==> run_1/met1.png <==
Scale: 3 px per um. Cells faint in the background.
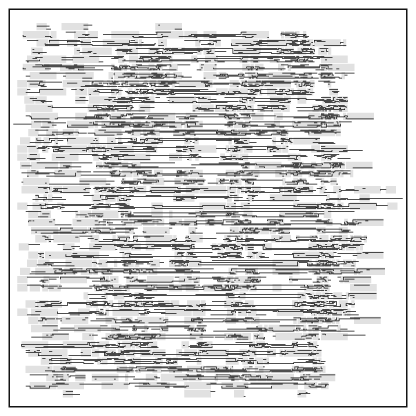
==> run_1/met2.png <==
Scale: 4 px per um.
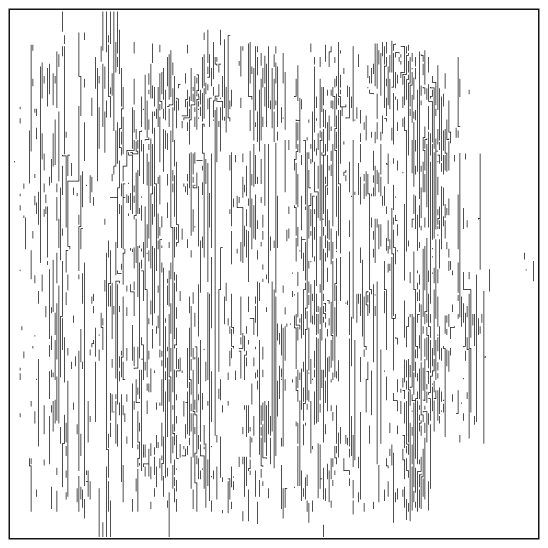
==> run_1/met3.png <==
Scale: 2 px per um. Cells faint in the background.
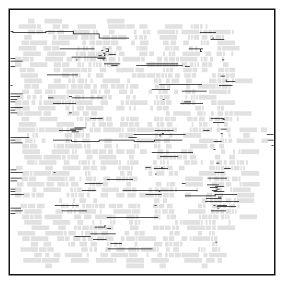
==> run_1/met4.png <==
Scale: 2 px per um. Cells faint in the background.
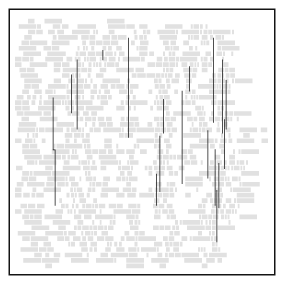
`config.mk`:
```
export PLATFORM = sky130hd
export DESIGN_NAME = clk_div_prog
export DESIGN_NICKNAME = d
export VERILOG_FILES = /design/src/rtl/clk_div_prog.sv
export SDC_FILE = /design/constraint.sdc
export NUM_CORES = 1
export LEC_CHECK = 0
export CORE_MARGIN = 2
export CORE_UTILIZATION = 46
export CTS_CLUSTER_SIZE = 20
export DETAILED_ROUTE_END_ITERATION = 8
export GPL_TIMING_DRIVEN = 0
export SYNTH_ARGS = -nofsm -noshare
export SYNTH_HDL_FRONTEND = slang
export SYNTH_SLANG_ARGS = --single-unit
```
`constraint.sdc`:
```
create_clock -name CLK -period 11.3 [get_ports CLK]
set_input_delay 1.695 -clock CLK [delete_from_list [all_inputs] [get_ports CLK]]
set_output_delay 1.695 -clock CLK [all_outputs]
set_load 0.1 [all_outputs]
```
`src/rtl/clk_div_prog.sv`:
```
// clk_div_prog: runtime-programmable integer clock divider.
// Produces a divided clock, a one-cycle TICK at each divided-clock rise,
// and glitch-free reload of the divide ratio at period boundaries.
// Default output is 50% duty for odd and even N. A half-cycle falling-edge
// flop is used to trim the high time for odd N.
// Optional feature macro: CLK_DIV_DUTY_EN. When it is defined, a DUTY port
// is added. DUTY sets the high time in CLK cycles, and the odd-N correction
// is dropped.

module clk_div_prog #(
    parameter int unsigned W         = 32,
    parameter int unsigned DEFAULT_N = 32'd67108864
) (
    input  logic         CLK,
    input  logic         RST,
    input  logic         EN,
    input  logic [W-1:0] DIV_N,
`ifdef CLK_DIV_DUTY_EN
    input  logic [W-1:0] DUTY,
`endif
    input  logic         LOAD,
    output logic         LOAD_ACK,
    output logic         CLK_OUT,
    output logic         TICK,
    output logic         BUSY
);

    localparam logic [W-1:0] N_RST = W'(DEFAULT_N);

    typedef enum logic {
        ST_IDLE = 1'b0,
        ST_RUN  = 1'b1
    } state_e;

    state_e       state_q, state_d;
    logic [W-1:0] cnt_q, cnt_d;
    logic [W-1:0] n_act_q, n_act_d;
    logic [W-1:0] n_pend_q, n_pend_d;
    logic         busy_q, busy_d;
    logic         ack_q, ack_d;
    logic         tick_q, tick_d;
    logic         qp_q, qp_d;
    logic         last_c;
    logic         apply_c;

`ifdef CLK_DIV_DUTY_EN
    localparam logic [W-1:0] DUTY_RST = W'(DEFAULT_N >> 1);

    logic [W-1:0] duty_pend_q, duty_pend_d;
    logic [W-1:0] duty_act_q, duty_act_d;
`else
    logic         odd_q, odd_d;
    logic         qn_q;
    logic [W-1:0] half_c;
`endif

    // Ratios below 2 cannot form a high and a low phase, so they map to 2
    function automatic logic [W-1:0] clamp_n(input logic [W-1:0] n);
        return (n < W'(2)) ? W'(2) : n;
    endfunction

    // Last count of the current period: the wrap / reload boundary
    assign last_c = (cnt_q == (n_act_q - W'(1)));

    // Next-state: run/idle control, counter, pending-load bookkeeping and output levels
    always_comb begin
        state_d  = state_q;
        cnt_d    = cnt_q;
        n_act_d  = n_act_q;
        n_pend_d = n_pend_q;
        busy_d   = busy_q;
        ack_d    = 1'b0;
        apply_c  = 1'b0;
`ifdef CLK_DIV_DUTY_EN
        duty_pend_d = duty_pend_q;
        duty_act_d  = duty_act_q;
`else
        odd_d       = odd_q;
        half_c      = '0;
`endif

        case (state_q)
            ST_IDLE: begin
                cnt_d   = '0;
                apply_c = busy_q;
                if (EN) begin
                    state_d = ST_RUN;
                end
            end
            ST_RUN: begin
                if (last_c) begin
                    cnt_d   = '0;
                    apply_c = busy_q;
                    // A stop request only takes effect once the period completes
                    if (!EN) begin
                        state_d = ST_IDLE;
                    end
                end else begin
                    cnt_d = cnt_q + W'(1);
                end
            end
            default: begin
                state_d = ST_IDLE;
                cnt_d   = '0;
            end
        endcase

        // Adopt the pending ratio, so the next period already uses it
        if (apply_c) begin
            n_act_d = n_pend_q;
            ack_d   = 1'b1;
            busy_d  = 1'b0;
`ifdef CLK_DIV_DUTY_EN
            duty_act_d = duty_pend_q;
`endif
        end

        // A new request overwrites any pending value. If it coincides with an
        // apply, the new request stays pending.
        if (LOAD) begin
            n_pend_d = clamp_n(DIV_N);
            busy_d   = 1'b1;
`ifdef CLK_DIV_DUTY_EN
            duty_pend_d = DUTY;
`endif
        end

        tick_d = (state_d == ST_RUN) && (cnt_d == '0);

`ifdef CLK_DIV_DUTY_EN
        qp_d = (state_d == ST_RUN) && (cnt_d < duty_act_d);
`else
        // High for ceil(N/2) counts; the odd case is trimmed later by qn_q
        odd_d  = n_act_d[0];
        half_c = (n_act_d >> 1) + W'(n_act_d[0]);
        qp_d   = (state_d == ST_RUN) && (cnt_d < half_c);
`endif
    end

    // Rising-edge state, counter and registered outputs
    always_ff @(posedge CLK or posedge RST) begin
        if (RST) begin
            state_q  <= ST_IDLE;
            cnt_q    <= '0;
            n_act_q  <= N_RST;
            n_pend_q <= N_RST;
            busy_q   <= 1'b0;
            ack_q    <= 1'b0;
            tick_q   <= 1'b0;
            qp_q     <= 1'b0;
`ifdef CLK_DIV_DUTY_EN
            duty_pend_q <= DUTY_RST;
            duty_act_q  <= DUTY_RST;
`else
            odd_q       <= N_RST[0];
`endif
        end else begin
            state_q  <= state_d;
            cnt_q    <= cnt_d;
            n_act_q  <= n_act_d;
            n_pend_q <= n_pend_d;
            busy_q   <= busy_d;
            ack_q    <= ack_d;
            tick_q   <= tick_d;
            qp_q     <= qp_d;
`ifdef CLK_DIV_DUTY_EN
            duty_pend_q <= duty_pend_d;
            duty_act_q  <= duty_act_d;
`else
            odd_q       <= odd_d;
`endif
        end
    end

`ifdef CLK_DIV_DUTY_EN
    assign CLK_OUT = qp_q;
`else
    // Half-cycle delayed copy of qp_q, used to shave half a CLK off odd-N high time
    always_ff @(negedge CLK or posedge RST) begin
        if (RST) begin
            qn_q <= 1'b0;
        end else begin
            qn_q <= qp_q;
        end
    end

    assign CLK_OUT = odd_q ? (qp_q & qn_q) : qp_q;
`endif

    assign LOAD_ACK = ack_q;
    assign TICK     = tick_q;
    assign BUSY     = busy_q;

endmodule

```
==> run notes, run 1 <==
Results of an implementation run.

The wire length per cell is 19.1 um. In this run, post-CTS hold repair placed 0 buffers. The origin of the worst setup path is qn_q.

The Yosys step of the flow raised 0 warnings. The placement report lists the number of port buffers as 38. TritonCTS built the clock tree.

Before antenna repair, the detailed router went through 5 iterations. The final report lists a non-filler cell total of 1086. The most critical setup path has its endpoint at CLK_OUT. The post-route antenna net violation count is 0. The number of DRC markers in iteration 0 is 516. The post-detailed-route via-to-cell ratio is 5.92. The HPWL after detailed placement is 16400 um.

In this run, post-CTS repair resized a total of 0 instances. Per the post-synthesis report, the nets total 886. Among all flip-flop cells after synthesis, the most frequent one is dfrtp_1. The category of the worst setup path launch point is a register.

Of the cells placed in the final design, the portion with a size suffix greater than 1 is 11.5%. The cell area after layout is 0.00851 mm^2. Pins over their slew limit in the final report were tallied at 0. The vertical die dimension reported for this design is 132 um.

The maximum number of pins on one net before global-route repair is 65. The via count of the first global-routing pass is 6176. Dividing total power by cell area gives a power density of 88.3 mW/mm^2. The leakage power of the design is 3.60 nW. For this run, the post-layout net count is 936. The main area contributors are dfrtp_1 33%, mux2_2 8.8%, xnor2_1 7.7%, ha_1 5.8%, xor2_1 4.5%. The worst pin sits at a relative slew slack of 35.3%.

The floorplan row count is 46. The CTS report gives the tree buffer count as 9. The synth_stat.txt file lists the number of cells as 815. The area of the placeable core is 0.0159 mm^2. STA lists the maximum fanout along the critical path as 1.

By count the netlist is led by 99 x dfrtp_1, 77 x nor2_1, 66 x xnor2_1. The share of the Yosys chip area taken by registers is 33.9%. The final setup violation count is 0. The global routing report lists combined usage of all routing layers as 24.6%. Of all cell types, the one taking the most synthesized area is dfrtp_1. The clock transition time at the flip-flop clock pins of the worst setup and hold paths is 0.07 ns. After synthesis, the largest area contributor takes up 32.9% of total cell area. The cell area after placement is 0.00822 mm^2. The DRC violation count after routing is 0. The required time reported for the critical path endpoint is 9.61 ns. In this run the cell area of the synthesized design comes to 0.00754 mm^2.

The flow ran to the end, and the final reports show no timing, DRC or antenna violations. The worst-case clock buffer depth is 2. STA lists the startpoint of the worst register-to-register path as n_act_q[0]. In this run the tools logged warnings totalling 26. The post-synthesis area per instance is 9.25 um^2. The type of the worst min-delay path is register to register. Per the placement report, the placed cell count is 1070. Yosys reported a register bit count of 102. The highest ir drop seen on vdd is 0.0929 mV.

The synthesized instance count is 815. The count of cell types in the netlist is 68. The H-tree was split into 3 levels. The critical path is of the register to primary output type. The design draws 0.000751 W. The share of the core area taken by cells at floorplan is 47.3%. The yosys-reported design area after synthesis is 0.00754 mm^2. Across the routed clock network, the largest skew measured is 0.0112 ns. For the worst-skew pair, the clock arrives at the later sink with an insertion delay of 0.37 ns. The transition time of the tightest slew-check pin is 0.967 ns.

The full die area is 0.0174 mm^2. The critical path endpoint category is a primary output. Setup repair after global routing left no endpoint under its margin. The initial antenna violation count is 0.

The number of setup buffers added after CTS is 0. The setup slack of the most critical reg-to-reg path is 2.29 ns. Looking at the reg2reg group, the worst path ends at qp_q.

According to the floorplan report, the die width is 132 um. Endpoints failing hold in the final report were tallied at 0. The last weighted congestion value of the routability-driven placer is 0.894. Sorting the synthesis cell report by count puts at the top dfrtp_1.

The signed area change from the synthesized netlist to the final layout is 12.8%. The number of clock sinks came to 102. The I/O pin count is 40. The share of synthesized registers carrying an async set or reset is 100%. The aggregate global routing overflow is 0. The root buffer cell is clkbuf_16. For this run, the script counts the antenna cells in the layout as 0. The global-route wire length before repair is 33600 um. The worst reg-to-reg path cell count is 32.

Yosys mapped a number of flops with a built-in enable equal to 0. Per the run summary, max-cap violations total 0. The data arrival time at the worst-slack endpoint is 7.63 ns.
Back to the opening pictures, met1.png:
main direction: horizontal
share of all routed wire: 48%
longest straight run: 42.3 um
wire length on this layer: 9970 um
Total Routed Length: 20800 um
count of vias placed by the detailed router: 6428
met1 GRT Util: 35.0%

Back to the opening pictures, met2.png:
wire length on this layer: 9400 um
nets with wire on the layer: 805
share of all routed wire: 45%
longest straight run: 81.3 um
met2 capacity usage during global routing: 38.6%

Back to the opening pictures, met3.png:
longest straight run: 37.3 um
share of all routed wire: 4.4%
GR met3 Demand/Resource: 3.42%

Back to the opening pictures, met4.png:
longest straight run: 49.6 um
share of all routed wire: 2.5%

run 1: cells in the final DEF, fill, tap and decap left out, types with 20 or more instances in the layout:
cell              n
clkdlybuf4s50_1  38
and3_1           23
mux2_2           59
nor3_1           25
dfrtp_1          99
nand2_1          50
nand3_1          45
ha_1             35
mux2i_1          27
xor2_1           39
nand4_1          34
nor2_1           77
nor4_1           20
xnor2_1          66
clkbuf_1         34
run 1: registers in the layout, indices dropped and copies added (netlist names):
| register | flops |
|---|---|
| LOAD_ACK | 1 |
| qp_q | 1 |
| state_q | 1 |
| BUSY | 1 |
| TICK | 1 |
| cnt_q | 32 |
| n_pend_q | 32 |
| n_act_q | 32 |
| qn_q | 1 |
run 1: kinds of logic after synthesis:
kind of cell,after synthesis,synth area share (%)
AND-OR/OR-AND,86,7.62
XOR/XNOR,105,12.2
adder cells (fa/ha/maj),35,5.81
buffers and inverters,64,3.88
flip-flops,102,33.9
multiplexers,87,12.5
AND/OR/NAND/NOR,336,24.0
run 1: metrics by stage:
| step | worst slack [ns] | hold WS [ns] | setup TNS [ns] | utilization (%) |
|---|---|---|---|---|
| final | 1.98 | 0.549 | 0 | 53.4 |
| after global routing | 1.61 | 0.567 | 0 | 53.4 |
| after CTS | 1.96 | 0.556 | 0 | 53.4 |
| after detailed placement | 2.27 | 0.535 | 0 | 51.6 |
| after floorplan | 1.41 | 0.471 | 0 | - |
| after global placement | -0.263 | 0.523 | -0.263 | 51.4 |
run 1: where the power goes:
| group | internal (W) | leakage (nW) | switching, W |
|---|---|---|---|
| registers | 0.000376 | 1.32 | 0.0000149 |
| logic | 0.0000240 | 2.13 | 0.0000189 |
| clock network | 0.000156 | 0.142 | 0.000161 |
run 1: layer usage:
metal | GRT usage [%] | wire length [um] | vias up
met2 | 38.6 | 9400 | 198
met4 | 8.27 | 509 | 0
li1 | - | - | 3060
met3 | 3.42 | 904 | 42
met1 | 35.0 | 9970 | 3128
met5 | 0 | 0 | -
run 1: critical path: stages (launching register included):
cell             delay (ns)
dfrtn_1                0.39
o21a_1                 0.10
clkdlybuf4s50_1        1.12
run 1: area by class of cell:
type / instances / area (um^2)
buffer: 48 / 233
inverter: 16 / 62.6
multi-input combinational: 649 / 4690
tap: 216 / 270
sequential: 102 / 2550
timing repair buffer: 39 / 408
fill: 1474 / 7440
clock inverter: 6 / 57.6
clock buffer: 10 / 229
run 1: how the worst min path moves through the flow:
stage | startpoint | to | slack [ns] | depth (start not counted)
floorplan | n_pend_q[1] | n_pend_q[1] | 0.47 | 1
global placement | n_pend_q[4] | n_pend_q[4] | 0.52 | 1
detailed placement | n_pend_q[4] | n_pend_q[4] | 0.53 | 1
CTS | n_pend_q[4] | n_pend_q[4] | 0.56 | 1
global route | n_pend_q[4] | n_pend_q[4] | 0.57 | 1
finish | n_pend_q[4] | n_pend_q[4] | 0.55 | 1
==> run_1/final_congestion.png <==
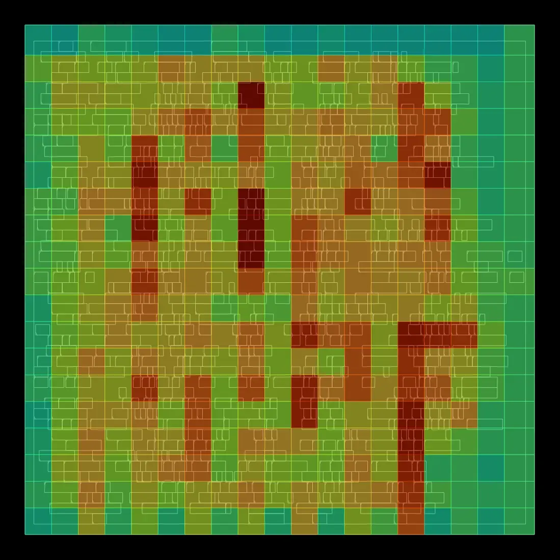

==> inputs of run 2 (changes only) <==
PLACE_DENSITY = 0.66   (was not set)
clock period = 7.59 ns   (was 11.3 ns; I/O delays follow)
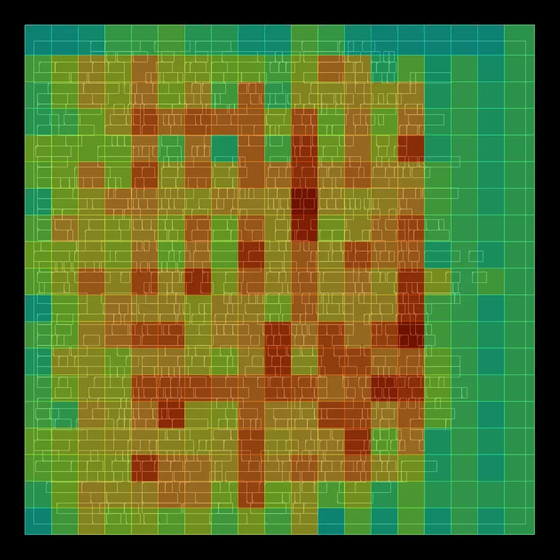
(run_2/final_congestion.png)
mean routed wirelength per cell: 18.1 um
global routing's busiest layer: met2

==> run 2 against run 1 <==
Net effect:
- utilization up 1.8 points
- power up 47%
- critical path type is now register to register
- clock skew down 0.0016 ns
- setup slack worse by 1.7 ns
- critical endpoint is now qp_q
- sequential share of layout area down 0.91 points
- largest power group unchanged
==> run notes, run 2 <==
Results of an implementation run.

Result of the run: finished, final reports clean (unchanged). The origin of the worst setup path is n_act_q[4] (was qn_q). The count of library flops with an enable pin came to 0 (unchanged). The placed cell count is 1070 (unchanged).

The leakage power of the design was 3.72 nW (was 3.60 nW). The maximum level of the CTS H-tree came to 3 (unchanged). The critical register-to-register path startpoint is n_act_q[4] (was n_act_q[0]). The required time reported for the critical path endpoint is 7.81 ns (was 9.61 ns). The cell taking the most area after synthesis is dfrtp_1 (unchanged). The DRC violation count after routing is 0 (unchanged). The I/O pin count is 40 (unchanged). The starting utilization of the core area was 47.3% (unchanged). The signed area change from the synthesized netlist to the final layout is 16.6% (was 12.8%). The time the worst path needs with I/O delays and setup is 7.27 ns. The top layer reached by signal wires is met4 (unchanged). The category of the worst setup path launch point is a register (unchanged).

The timing-limited maximum frequency is 138 MHz. The cell area after placement is 0.00822 mm^2 (unchanged). The clock tree from TritonCTS is built (unchanged). The insertion delay at the late pin of the worst-skew pair is 0.36 ns (was 0.37 ns). The data arrival time at the worst-slack endpoint is 7.49 ns (was 7.63 ns). The post-route antenna net violation count came to 0 (unchanged). The total chip power is 0.00110 W (was 0.000751 W). The number of pins exceeding their max-slew limit in the final report came to 0 (unchanged). The ratio of total power to cell area was 126 mW/mm^2 (was 88.3 mW/mm^2). The synthesized cell area is 0.00754 mm^2 (unchanged).

The number of fillers in the final layout was 1437 (was 1474). The number of iterations in the first detailed-routing pass is 7 (was 5). The maximum number of pins on one net before global-route repair is 54 (was 65). The number of hold buffers added after CTS is 0 (unchanged). The worst-case clock buffer depth is 2 (unchanged). Counting stages on the worst path, the most repeated cell is nand3_1. The share of Yosys cell area claimed by the top area cell type was 32.9% (unchanged). The type of the worst min-delay path is register to register (unchanged). The post-detailed-route via-to-cell ratio is 5.79 (was 5.92).

The total routing resource utilization after global routing is 23.4% (was 24.6%). The worst slack at placement is -1.44 ns (was 2.27 ns). Synth cell count leaders: 99 x dfrtp_1, 77 x nor2_1, 66 x xnor2_1 (unchanged).

The number of synthesis warnings was 0 (unchanged). The floorplan net count came to 886 (unchanged). The share of synthesized registers carrying an async set or reset is 100% (unchanged).

The number of diodes is 0 (unchanged). The number of DRC markers in iteration 0 is 528 (was 516). The post-route clock skew is 0.00958 ns (was 0.0112 ns). The post-synthesis area per instance is 9.25 um^2 (unchanged). The startpoint-to-endpoint class of the critical path is register to register (was register to primary output). The total met2 wirelength after detailed routing is 8860 um (was 9400 um).

The flip-flop cell with the highest count after synthesis is dfrtp_1 (unchanged). The wire length reported by the detailed router is 19900 um (was 20800 um). The sequential area share after synthesis is 33.9% (unchanged).

Biggest area contributors in the synthesized netlist: dfrtp_1 33%, mux2_2 8.8%, xnor2_1 7.7%, ha_1 5.8%, xor2_1 4.5% (unchanged). Leading cell types in the layout, fill and taps excluded: 95 x dfrtp_1, 76 x nor2_1, 66 x xnor2_1 (was 99 x dfrtp_1, 77 x nor2_1, 66 x xnor2_1). The final worst slack is 0.322 ns (was 1.98 ns). The height of the die came to 132 um (unchanged). The most repeated cell in the gate-level netlist after synthesis is dfrtp_1 (unchanged). The cell area after layout is 0.00879 mm^2 (was 0.00851 mm^2). The highest net fanout along the worst path was 11 (was 1). The total via count in the routed design is 6354 (was 6428).

The yosys-reported design area after synthesis was 0.00754 mm^2 (unchanged). The post-layout period usage of the worst path is 95.8%. The number of clock sinks is 102 (unchanged). The synthesized instance count is 815 (unchanged). The final setup violation count came to 0 (unchanged). The count of port buffers added during placement is 38 (unchanged). The root buffer cell is clkbuf_16 (unchanged). Top flop regs: cnt_q: 32 flops, n_act_q: 32 flops, n_pend_q: 32 flops (unchanged). The via count of the first global-routing pass is 5983 (was 6176).

The highest ir drop seen on vdd came to 0.122 mV (was 0.0929 mV). The global-route wire length before repair is 32300 um (was 33600 um). The die width is 132 um (unchanged). The number of warnings the tools reported is 26 (unchanged). The count of cell types in the netlist is 68 (unchanged). The non-filler instance count after layout came to 1098 (was 1086). The commonest non-fill, non-tap cell in the layout is dfrtp_1 (unchanged). The biggest cell delay along the critical path is 0.59 ns (was 1.12 ns). The routed wire length on met3 was 1070 um (was 904 um). The standard cell with the maximum stage delay on the critical path is or4_4 (was clkdlybuf4s50_1).

The aggregate global routing overflow was 0 (unchanged). The number of violations of the max-capacitance limit is 0 (unchanged). The number of cells in Yosys stat is 815 (unchanged). The critical path endpoint category is a register (was primary output). The floorplan row count came to 46 (unchanged). The last weighted congestion value of the routability-driven placer is 0.917 (was 0.894). The initial antenna violation count came to 1 (was 0). The fraction of layout cells with a size suffix above 1 came to 16.0% (was 11.5%). The clock transition time at the flip-flop clock pins of the worst setup and hold paths is 0.07 ns (about the same). The worst min-delay path startpoint was n_pend_q[4] (unchanged). The routed metal-1 wire length is 9460 um (was 9970 um). The total of flip-flops plus latches after synthesis came to 102 (unchanged). The area of the placeable core is 0.0159 mm^2 (unchanged). The HPWL after detailed placement was 15200 um (was 16400 um).

The transition time of the tightest slew-check pin is 1.02 ns (was 0.967 ns). The number of buffers created by CTS is 9 (unchanged). The final count of hold timing violations was 0 (unchanged). The max-slew headroom at the worst pin is 31.5% (was 35.3%). The total number of nets in the final design is 948 (was 936). The full die area is 0.0174 mm^2 (unchanged).
[run 2: cell counts after synthesis]
No cell type changed its count.
[run 2: cells by family after synthesis]
family,after synthesis,share of synthesized area (%)
xor gates and xnor gates,105,12.2
DFF,102,33.9
AOI/OAI and AO/OA,86,7.62
muxes,87,12.5
buffers and inverters,64,3.88
and+or+nand+nor,336,24.0
adders and majority gates,35,5.81
[run 2: layout make-up]
class	instances	area [um^2]	area share (%)
Clock inverter	6	53.8	0.612
Timing Repair Buffer	57	543	6.18
Tap cell	216	270	3.08
Clock buffer	10	229	2.61
Buffer	42	205	2.34
Sequential cell	102	2560	29.1
Multi-Input combinational cell	649	4860	55.3
Inverter	16	62.6	0.712
[run 2: path summary, 6_finish.rpt]
check	to	slack [ns]	depth (start not counted)
max reg2reg	qp_q	0.32	30
min reg2reg	n_pend_q[4]	0.56	1
max	qp_q	0.32	30
min in group asynchronous	n_act_q[4]	1.23	2
min	n_pend_q[4]	0.56	1
max in group asynchronous	qn_q	2.21	2
[run 2: where the power goes]
part | switching [W] | internal [W] | total [W]
sequential | 0.0000208 | 0.000560 | 0.000581
combinational | 0.0000285 | 0.0000358 | 0.0000642
clock | 0.000229 | 0.000229 | 0.000458
[run 2: what timing repair did]
action                                  CTS  global route
pin swaps                                 3             8
resized                                  19            20
setup buffers                             7            11
endpoints found under the setup margin    1             1
[run 2: metal layers]
metal	global-route usage, %	vias up
met3	2.31	35
met4	8.21	0
met5	0	-
met2	36.9	198
li1	-	3088
met1	33.6	3033
[run 2: worst max-delay path: cells and delay by family (launching register included)]
kind                     cells  cell delay, ns
AND/OR/NAND/NOR             18            4.13
AND-OR/OR-AND                5            1.05
buffers and inverters        3            0.56
adder cells (fa/ha/maj)      2            0.56
flip-flops                   1            0.54
XOR/XNOR                     1            0.17
multiplexers                 1            0.12
[run 2: through the flow]
stage          setup TNS, ns  utilization (%)  hold WS [ns]
6_report                   0             55.1         0.555
5_1_grt              -0.0301             55.1         0.581
4_1_cts                    0             54.2         0.550
3_5_place_dp           -1.44             51.6         0.533
3_3_place_gp           -2.92             51.4         0.527
2_1_floorplan              0                -         0.471
==> inputs of run 3 (changes only) <==
ABC_CLOCK_PERIOD_IN_PS = 7590   (was not set)
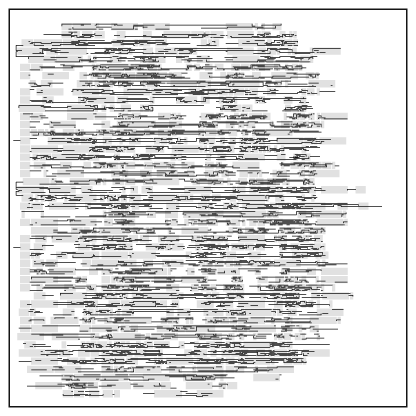
(run_3/met1.png)
Scale: 3 px per um. Cells faint in the background.
wire length on this layer: 9460 um
share of all routed wire: 48%
longest straight run: 51.1 um
nets with wire on the layer: 872
Total Routed Length: 19900 um
met1 GRT Util: 33.6%
count of vias placed by the detailed router: 6354

==> run 3 against run 2 <==
Net effect:
- sequential power barely moved
- utilization did not move
- clock power barely moved
- fmax did not move
- final cell count did not move
- area after synthesis did not move
- non-clock buffer count did not move
- routed wire length did not move
- combinational power barely moved
- critical path type unchanged
- largest power group unchanged
==> run notes, run 3 <==
Results of an implementation run.

The HPWL after detailed placement was 15200 um (unchanged). Top flop regs: cnt_q: 32 flops, n_act_q: 32 flops, n_pend_q: 32 flops (unchanged). The wire length per cell came to 18.1 um (unchanged). The count of cell types in the netlist is 68 (unchanged).

The max-slew headroom at the worst pin is 31.5% (unchanged). Result of the run: finished, final reports clean (unchanged). The full die area was 0.0174 mm^2 (unchanged). The final worst slack is 0.322 ns (unchanged). The worst reg-to-reg path cell count came to 30 (unchanged). The area of the placeable core is 0.0159 mm^2 (unchanged). The final cell utilization of the core is 55.1% (unchanged). The starting utilization of the core area came to 47.3% (unchanged).

The height of the die is 132 um (unchanged). The data arrival time at the worst-slack endpoint is 7.49 ns (about the same). The transition time of the tightest slew-check pin is 1.02 ns (unchanged). The aggregate global routing overflow is 0 (unchanged). The setup slack of the most critical reg-to-reg path is 0.32 ns (about the same). The leakage power of the design is 3.72 nW (unchanged).

The cell with the most instances on the worst path is nand3_1 (unchanged). The required time reported for the critical path endpoint is 7.81 ns (about the same). The ratio of total power to cell area is 126 mW/mm^2 (unchanged).

The standard cell with the maximum stage delay on the critical path was or4_4 (unchanged). The cell depth of the worst hold path was 1 (unchanged). The number of warnings the tools reported is 26 (unchanged). The synthesized instance count was 815 (unchanged).

The cell area after placement came to 0.00822 mm^2 (unchanged). The I/O pin count is 40 (unchanged). The number of iterations in the first detailed-routing pass is 7 (unchanged).

The fraction of layout cells with a size suffix above 1 was 16.0% (unchanged). The critical register-to-register path startpoint is n_act_q[4] (unchanged). The last weighted congestion value of the routability-driven placer is 0.917 (unchanged). The highest net fanout along the worst path is 11 (unchanged). The maximum level of the CTS H-tree is 3 (unchanged).

The count of port buffers added during placement is 38 (unchanged). The startpoint-to-endpoint class of the critical path is register to register (unchanged). The yosys-reported design area after synthesis was 0.00754 mm^2 (unchanged). The type of the worst min-delay path is register to register (unchanged). The flip-flop cell with the highest count after synthesis is dfrtp_1 (unchanged). The floorplan net count is 886 (unchanged). Biggest area contributors in the synthesized netlist: dfrtp_1 33%, mux2_2 8.8%, xnor2_1 7.7%, ha_1 5.8%, xor2_1 4.5% (unchanged). The sequential area share after synthesis is 33.9% (unchanged). The total routing resource utilization after global routing was 23.4% (unchanged). The time the worst path needs with I/O delays and setup is 7.27 ns (unchanged). The placed cell count is 1070 (unchanged). The post-route clock skew was 0.00958 ns (unchanged). The post-route antenna net violation count is 0 (unchanged). The biggest cell delay along the critical path is 0.59 ns (about the same). The DRC violation count after routing was 0 (unchanged). The total of flip-flops plus latches after synthesis is 102 (unchanged).

The most repeated cell in the gate-level netlist after synthesis was dfrtp_1 (unchanged). Leading cell types in the layout, fill and taps excluded: 95 x dfrtp_1, 76 x nor2_1, 66 x xnor2_1 (unchanged). The clock tree from TritonCTS is built (unchanged). The die width is 132 um (unchanged).

The number of buffers created by CTS is 9 (unchanged). The via count of the first global-routing pass is 5983 (unchanged). The cell area after layout is 0.00879 mm^2 (unchanged). The root buffer cell is clkbuf_16 (unchanged). The number of DRC markers in iteration 0 is 528 (unchanged). The number of violations of the max-capacitance limit is 0 (unchanged). The commonest non-fill, non-tap cell in the layout was dfrtp_1 (unchanged). The global-route wire length before repair is 32300 um (unchanged). The capture point of the worst reg-to-reg path is qp_q (unchanged). The category of the worst setup path launch point was a register (unchanged). The cell taking the most area after synthesis is dfrtp_1 (unchanged).

The hold path endpoint is n_pend_q[4] (unchanged). The total number of nets in the final design is 948 (unchanged). The post-detailed-route via-to-cell ratio was 5.79 (unchanged). The initial antenna violation count is 1 (unchanged). The post-layout period usage of the worst path is 95.8% (unchanged). The synthesized cell area is 0.00754 mm^2 (unchanged). Synth cell count leaders: 99 x dfrtp_1, 77 x nor2_1, 66 x xnor2_1 (unchanged).

The floorplan row count is 46 (unchanged). The origin of the worst setup path is n_act_q[4] (unchanged). The clock transition time at the flip-flop clock pins of the worst setup and hold paths was 0.07 ns (about the same). The critical path endpoint category is a register (unchanged).

The highest ir drop seen on vdd came to 0.122 mV (unchanged). The insertion delay at the late pin of the worst-skew pair is 0.36 ns (about the same). The maximum number of pins on one net before global-route repair is 54 (unchanged). The signed area change from the synthesized netlist to the final layout is 16.6% (unchanged).

The number of cells in Yosys stat was 815 (unchanged). The worst min-delay path startpoint was n_pend_q[4] (unchanged). The final count of hold timing violations is 0 (unchanged). The number of clock sinks is 102 (unchanged). The number of synthesis warnings came to 0 (unchanged). The worst-case clock buffer depth was 2 (unchanged). The count of library flops with an enable pin was 0 (unchanged). The worst slack at placement is -1.44 ns (unchanged). The final setup violation count is 0 (unchanged). The number of diodes is 0 (unchanged). The timing-limited maximum frequency is 138 MHz (unchanged). The number of pins exceeding their max-slew limit in the final report is 0 (unchanged). The share of Yosys cell area claimed by the top area cell type is 32.9% (unchanged). The non-filler instance count after layout is 1098 (unchanged). The share of synthesized registers carrying an async set or reset is 100% (unchanged). The total chip power was 0.00110 W (unchanged). The post-synthesis area per instance is 9.25 um^2 (unchanged).
[run 3: report_power, final]
| group | leakage (nW) | switching [W] | internal (W) | total (W) |
|---|---|---|---|---|
| Combinational | 2.27 | 0.0000285 | 0.0000358 | 0.0000642 |
| Clock | 0.136 | 0.000229 | 0.000229 | 0.000458 |
| Sequential | 1.32 | 0.0000208 | 0.000560 | 0.000581 |
[run 3: how the worst max path moves through the flow]
stage	cells after the start	slack [ns]	to
2_1_floorplan	1	0.11	qn_q
3_3_place_gp	2	-1.50	qn_q
3_5_place_dp	32	-1.44	qp_q
4_1_cts	34	0.003	qp_q
5_1_grt	31	-0.03	qp_q
6_report	30	0.32	qp_q
[run 3: worst max-delay path: cells and delay by family, from the launching register on]
| kind | cells | cell delay (ns) |
|---|---|---|
| buffers and inverters | 3 | 0.56 |
| AND/OR/NAND/NOR | 18 | 4.13 |
| multiplexers | 1 | 0.12 |
| flip-flops | 1 | 0.54 |
| adder cells (fa/ha/maj) | 2 | 0.56 |
| XOR/XNOR | 1 | 0.17 |
| AND-OR/OR-AND | 5 | 1.05 |
[run 3: repair_timing]
| item | 4_1_cts | 5_1_grt |
|---|---|---|
| resized | 19 | 20 |
| hold endpoints to repair | 0 | 0 |
| hold buffers | 0 | 0 |
| pin swaps | 3 | 8 |
| endpoints found under the setup margin | 1 | 1 |
| setup buffers | 7 | 11 |
[run 3: per-stage QoR]
stage / hold WS (ns) / TNS [ns]
floorplan: 0.471 / 0
global placement: 0.527 / -2.92
detailed placement: 0.533 / -1.44
CTS: 0.550 / 0
global route: 0.581 / -0.0301
finish: 0.555 / 0
[run 3: kinds of logic (layout without fill, tap and decap cells)]
kind of cell	after synthesis	in the layout	share of synthesized area, %
multiplexers	87	87	12.5
buffers and inverters	64	131	3.88
AND/OR/NAND/NOR	336	336	24.0
flip-flops	102	102	33.9
adder cells (fa/ha/maj)	35	35	5.81
AND-OR/OR-AND	86	86	7.62
XOR/XNOR	105	105	12.2
[run 3: metal layers]
layer  GRT usage [%]  up-vias  wire (um)
met5               0        -          0
met4            8.21        0        522
met3            2.31       35       1070
met2            36.9      198       8860
met1            33.6     3033       9460
li1                -     3088          -
[run 3: cell type report]
cell class | instances | area [um^2]
fillers | 1437 | 7160
inverters | 16 | 62.6
flip-flops and latches | 102 | 2560
clock buffers | 10 | 229
plain buffers | 42 | 205
repair buffers | 57 | 543
multi-input cells | 649 | 4860
clock inverters | 6 | 53.8
well taps | 216 | 270
Power figures rest on the tool's default switching activity, not on a simulated workload.
